--- src/rtl/instr_fetch_unit.sv ---
// ----------------------------------------------------------------------------
// instr_fetch_unit
//
// Requester side of a word-addressed, combinational-read instruction memory.
// Owns the fetch PC, drives the byte address, captures the returned word into
// a small prefetch FIFO and presents {pc, instr} to decode over valid/ready.
// Branch/jump redirects flush every prefetched word and restart fetching at
// the (word-aligned) target.
//
// Optional feature macro: IFU_ALIGN_CHECK_EN
//   When defined, a misaligned redirect target halts the unit and raises a
//   sticky align_fault output instead of silently clearing bits [1:0].
//
// Ports:
//   clk            in   1           rising-edge clock
//   rst_n          in   1           asynchronous active-low reset
//   fetch_en       in   1           leave IDLE and start fetching
//   imem_addr      out  ADDR_WIDTH  byte address to instruction memory
//   imem_dout      in   DATA_WIDTH  word at imem_addr (same cycle)
//   redirect_valid in   1           one-cycle branch/jump request
//   redirect_pc    in   ADDR_WIDTH  redirect target byte address
//   inst_valid     out  1           FIFO head holds an instruction
//   inst_ready     in   1           decode accepts the head
//   inst_data      out  DATA_WIDTH  head instruction
//   inst_pc        out  ADDR_WIDTH  head instruction address
//   halted         out  1           fetch FSM is in HALT
//   align_fault    out  1           sticky misaligned-redirect flag
//                                   (only with IFU_ALIGN_CHECK_EN)
// ----------------------------------------------------------------------------
module instr_fetch_unit #(
    parameter int unsigned           ADDR_WIDTH = 32,
    parameter int unsigned           DATA_WIDTH = 32,
    parameter int unsigned           MEM_DEPTH  = 100,
    parameter logic [ADDR_WIDTH-1:0] RESET_PC   = '0,
    parameter int unsigned           FIFO_DEPTH = 2
) (
    input  logic                  clk,
    input  logic                  rst_n,
    input  logic                  fetch_en,
    output logic [ADDR_WIDTH-1:0] imem_addr,
    input  logic [DATA_WIDTH-1:0] imem_dout,
    input  logic                  redirect_valid,
    input  logic [ADDR_WIDTH-1:0] redirect_pc,
    output logic                  inst_valid,
    input  logic                  inst_ready,
    output logic [DATA_WIDTH-1:0] inst_data,
    output logic [ADDR_WIDTH-1:0] inst_pc,
    output logic                  halted
`ifdef IFU_ALIGN_CHECK_EN
    ,
    output logic                  align_fault
`endif
);

    localparam int unsigned           PTR_W   = $clog2(FIFO_DEPTH);
    localparam int unsigned           CNT_W   = PTR_W + 1;
    localparam logic [ADDR_WIDTH-1:0] LAST_PC = ADDR_WIDTH'((MEM_DEPTH - 1) * 4);
    localparam logic [ADDR_WIDTH-1:0] WORD_MASK = {{(ADDR_WIDTH-2){1'b1}}, 2'b00};

    // S_START is a one-cycle priming step between IDLE and RUN so the first
    // word is fetched in the second cycle after fetch_en is sampled.
    typedef enum logic [1:0] {
        S_IDLE,
        S_START,
        S_RUN,
        S_HALT
    } state_t;

    state_t                r_state;
    logic [ADDR_WIDTH-1:0] r_fetch_pc;
    logic [ADDR_WIDTH-1:0] r_fifo_pc   [FIFO_DEPTH];
    logic [DATA_WIDTH-1:0] r_fifo_data [FIFO_DEPTH];
    logic [PTR_W-1:0]      r_wptr;
    logic [PTR_W-1:0]      r_rptr;
    logic [CNT_W-1:0]      r_count;
`ifdef IFU_ALIGN_CHECK_EN
    logic                  r_align_fault;
    logic                  w_misaligned;
`endif

    logic                  w_valid;
    logic                  w_pop;
    logic                  w_room;
    logic                  w_in_range;
    logic [ADDR_WIDTH-1:0] w_redir_tgt;
    logic                  w_tgt_in_range;
    logic                  w_redir_take;
    logic                  w_push;

    assign w_valid        = (r_count != '0);
    assign w_pop          = w_valid & inst_ready;
    // A full FIFO still has room when the head leaves in the same cycle.
    assign w_room         = (r_count < CNT_W'(FIFO_DEPTH)) | w_pop;
    assign w_in_range     = (r_fetch_pc <= LAST_PC);
    assign w_redir_tgt    = redirect_pc & WORD_MASK;
    assign w_tgt_in_range = (w_redir_tgt <= LAST_PC);

`ifdef IFU_ALIGN_CHECK_EN
    assign w_misaligned   = (redirect_pc[1:0] != 2'b00);
    assign w_redir_take   = redirect_valid & (r_state != S_IDLE) & ~r_align_fault;
`else
    assign w_redir_take   = redirect_valid & (r_state != S_IDLE);
`endif

    // A redirect wins over the push of the word fetched in the same cycle.
    assign w_push = (r_state == S_RUN) & w_in_range & w_room & ~w_redir_take;

    // ------------------------------------------------------------------
    // FSM, fetch PC and FIFO pointers
    // ------------------------------------------------------------------
    always_ff @(posedge clk or negedge rst_n) begin
        if (!rst_n) begin
            r_state       <= S_IDLE;
            r_fetch_pc    <= RESET_PC;
            r_wptr        <= '0;
            r_rptr        <= '0;
            r_count       <= '0;
`ifdef IFU_ALIGN_CHECK_EN
            r_align_fault <= 1'b0;
`endif
        end else if (w_redir_take) begin
            // Flush; a handshake in this cycle has already been seen by
            // decode, so discarding the head with the rest is correct.
            r_wptr  <= '0;
            r_rptr  <= '0;
            r_count <= '0;
`ifdef IFU_ALIGN_CHECK_EN
            if (w_misaligned) begin
                r_state       <= S_HALT;
                r_align_fault <= 1'b1;
            end else
`endif
            begin
                r_fetch_pc <= w_redir_tgt;
                r_state    <= w_tgt_in_range ? S_RUN : S_HALT;
            end
        end else begin
            case (r_state)
                S_IDLE:  if (fetch_en) r_state <= S_START;
                S_START: r_state <= S_RUN;
                S_RUN:   if (!w_in_range) r_state <= S_HALT;
                S_HALT:  r_state <= S_HALT;
                default: r_state <= S_IDLE;
            endcase

            if (w_push) begin
                r_wptr     <= r_wptr + PTR_W'(1);
                r_fetch_pc <= r_fetch_pc + ADDR_WIDTH'(4);
            end
            if (w_pop) begin
                r_rptr <= r_rptr + PTR_W'(1);
            end
            r_count <= r_count + CNT_W'(w_push) - CNT_W'(w_pop);
        end
    end

    // ------------------------------------------------------------------
    // FIFO storage (contents are qualified by r_count, so no reset)
    // ------------------------------------------------------------------
    always_ff @(posedge clk) begin
        if (w_push) begin
            r_fifo_pc[r_wptr]   <= r_fetch_pc;
            r_fifo_data[r_wptr] <= imem_dout;
        end
    end

    // ------------------------------------------------------------------
    // Outputs
    // ------------------------------------------------------------------
    assign imem_addr  = r_fetch_pc;
    assign inst_valid = w_valid;
    // Head fields read as zero when empty so reset leaves them at 0.
    assign inst_data  = w_valid ? r_fifo_data[r_rptr] : '0;
    assign inst_pc    = w_valid ? r_fifo_pc[r_rptr]   : '0;
    assign halted     = (r_state == S_HALT);
`ifdef IFU_ALIGN_CHECK_EN
    assign align_fault = r_align_fault;
`endif

endmodule

--- config.mk ---
export PLATFORM = sky130hd
export DESIGN_NAME = instr_fetch_unit
export DESIGN_NICKNAME = d
export VERILOG_FILES = /design/src/rtl/instr_fetch_unit.sv
export SDC_FILE = /design/constraint.sdc
export NUM_CORES = 1
export LEC_CHECK = 0
export CAP_MARGIN = 20
export CORE_MARGIN = 4
export CORE_UTILIZATION = 49
export CTS_CLUSTER_DIAMETER = 80
export DETAILED_ROUTE_END_ITERATION = 7
export PLACE_DENSITY = 0.82
export SYNTH_ARGS = -nofsm -noshare
export SYNTH_HDL_FRONTEND = slang
export SYNTH_SLANG_ARGS = --single-unit
--- constraint.sdc ---
create_clock -name clk -period 6.5 [get_ports clk]
set_input_delay 0.975 -clock clk [delete_from_list [all_inputs] [get_ports clk]]
set_output_delay 0.975 -clock clk [all_outputs]
set_load 0.005 [all_outputs]
Figure 1. Routed metal, one color a layer.
Scale: 4 px per µm.
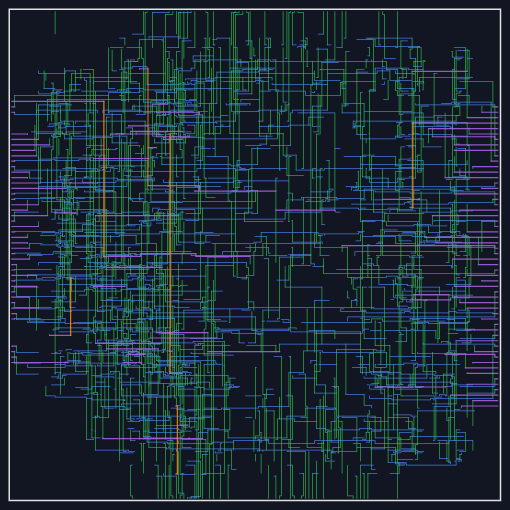
Purple is met3, wire length 1010 µm. Green is met2, wire length 7070 µm. Blue is met1, wire length 6200 µm. Orange is met4, wire length 180 µm.

Figure 2. Gate families picked out.
Scale: 2 px per µm.
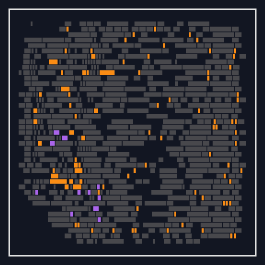
Purple is inverting AOI/OAI gates, cells 11, most used o21ai_1. Orange is NOR gates, cells 88, most used nor2_1, where widely spread.

Figure 3. PDN straps and rails.
Scale: 3 px per µm. Pins as bars on the die edge.
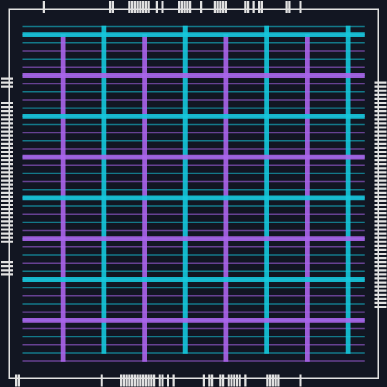
Purple is VSS. Cyan is VDD.
The core has 41 rows. 42 met1 rails follow the rows. 8 straps on met4. 167 signal pins sit on the boundary.
Die H: 122 µm
peak supply drop: 0.234 mV
floorplan die width: 122 µm
floorplan core area: 12700 µm²

==> CHANGELOG.md <==
### Metrics

- Yosys cell count: 462
- Number of buffers added by the clock tree synthesis step: 17
- Sequential cell area fraction in the yosys report: 0.720
- Via count of the first global-routing pass: 4327
- Standard-cell row count: 41
- Mean area per synthesized cell: 13.9 µm²
- Depth of the CTS H-tree: 4
- Hold depth: 0
- Static Leak: 3.10 nW
- Hold Crit Class: register to register
- Num ports: 167
- Met2 layer usage reported by global route: 0.322
- Biggest area consumer among synthesized cells: edfxtp_1
- Detailed placer's ending HPWL: 9.68 mm
- Clock Power Share: 0.314
- Start of the worst register-to-register path: imem_addr[26]
- GRT met3 Usage: 0.0521
- Switching portion of total power: 0.271
- CP endpoint kind: register
- Capture point of the critical path: r_fifo_pc[0][13]
- Setup skew after layout: 12.7 ps
- Iter 0 DRT Violations: 365
- Headroom to the max-slew limit: 0.330
- Total setup violations reported at the end of the flow: 0
- Total vias in the final route: 4183
- Total number of warnings across the stage logs: 29
- Max-cap violations: 0
- Max Slew Vio Count: 0
- Summed negative setup slack over all endpoints: 0 ps
- CTS max path bufs: 2
- Type of the setup path with the least slack: input port to register
- Final nets: 698
- Root buffer selected by CTS: clkbuf_16
- Internal power contribution: 2.33 mW
- Reg clk slew, reported paths: 60 ps
- Async SR Flop Fraction: 0.225
- # diodes: 0
- Worst reg2reg path depth: 6
- Highest attainable clock frequency: 275 MHz
- Buffers inserted by post-CTS timing repair: 0
- Wire length on met3: 1.01 mm
- Kind of start point of the critical path: input port
- Placed instance count: 777
- Antenna violations before repair: 0
- IO Port Bufs: 160
- Actual transition at the worst max-transition pin: 1000 ps
- Top cells excl fill/tap: clkdlybuf4s50_1, edfxtp_1, nand2_1
- GRT Resource Usage Total: 0.197
- Sequential Power Share: 0.378
- Most common logic cell in the routed design: clkdlybuf4s50_1
- Largest register FFs: 64
- Vias per inst: 5.16
- Gate count after technology mapping: 462
- Power spent charging and discharging nets: 867 µW
- Library cells used by synthesis: 35
- Worst-skew pair later-pin latency: 410 ps
- Worst R2R End: r_fifo_pc[0][13]
- Sum of routed wire segments on met1: 6.20 mm
- R2r setup slk: 3150 ps
- Total of warnings raised by yosys: 0
- Post-Syn Area: 6420 µm²
- Flip-flop and latch count after synthesis: 160
- Data arrival, critical path: 3660 ps
- Worst setup path startpoint: redirect_valid
- Maximum fanout along the worst path: 41
- Synth top area cells: edfxtp_1, dfrtp_1, mux2i_1
- Top layer used by detailed routing: met4
- Synth-to-layout area growth: 37.4%
- Outcome: complete, no violations
- Pre-placement core utilization: 0.505
- Post-synth tally of flip-flops with integrated enable: 124
- Part of the power in combinational logic: 0.308
- Post-layout min period: 3630 ps
- Average wire per standard cell: 17.9 µm
- Tally of nets with antenna violations remaining after routing: 0
- Total wirelength of the detailed-routed design: 14.5 mm
- Area leader share: 0.580
- Hold Crit Endpoint: r_fifo_pc[0][24]
- Chip area: 15000 µm²
- Detailed Routing Iterations Pass 1: 4
- Required time of the critical path: 6530 ps
- Chip area in the Yosys report: 6420 µm²
- CTS tree: built
- Global-route wire length before repair: 22.4 mm
- Final worst-path cycle share: 0.559
- Gpl congestion: 0.822
- HP Start: imem_addr[24]
- Non-filler instance count after layout: 810
- PD cells: 363 nW/µm²
- Quantity of gates resized following cts: 0
==> cells in the mapped netlist (all sizes together), types with 4 or more instances <==
| master | instances |
|---|---|
| and2 | 4 |
| mux2i | 62 |
| dfrtp | 36 |
| buf | 11 |
| ha | 4 |
| nand2 | 80 |
| nor4 | 14 |
| clkbuf | 13 |
| nand4 | 4 |
| o21ai | 5 |
| inv | 4 |
| nand3 | 5 |
| xnor2 | 8 |
| nor2 | 70 |
| edfxtp | 124 |
==> kinds of logic after synthesis <==
group / count (synthesis) / share of synthesized area
mux: 62 / 0.0967
simple gates: 187 / 0.132
other cells: 1 / 0.000584
flops: 160 / 0.720
fa+ha+maj: 4 / 0.00780
xor+xnor: 9 / 0.0123
buf+inv: 28 / 0.0197
compound gates: 11 / 0.0107
==> power by group through the flow <==
stage | clock network (mW) | registers (mW) | logic, mW
final | 1.00 | 1.21 | 0.986
after global routing | 1.06 | 1.21 | 1.07
after CTS | 1.02 | 1.27 | 0.935
after detailed placement | 0 | 1.29 | 0.930
after global placement | 0 | 1.28 | 0.915
after floorplan | 0 | 1.18 | 0.457
==> critical path: stages <==
cell and delay (ps):
clkdlybuf4s50_1 460, nand2_1 760, nand2_1 260, nor2_4 570, buf_4 600
==> stage by stage <==
stage          total power [mW]  hold slack [ps]  utilization  cell area [µm²]  setup WS [ps]
6_report                   3.20              554        0.693             8820           2870
4_1_cts                    3.22              549        0.691             8790           2860
5_1_grt                    3.34              575        0.693             8820           2650
2_1_floorplan              1.64              507            -             6430           1830
3_5_place_dp               2.22              533        0.643             8180           2430
3_3_place_gp               2.20              520        0.643             8180           2520
==> final cells by class <==
class	count	area, µm²
clock buffers	23	479
clock inverters	9	131
fillers	935	3900
inverters	4	15.0
multi-input cells	277	1700
flip-flops and latches	160	4630
well taps	172	215
repair buffers	165	1650
Power figures rest on the tool's default switching activity, not on a simulated workload.
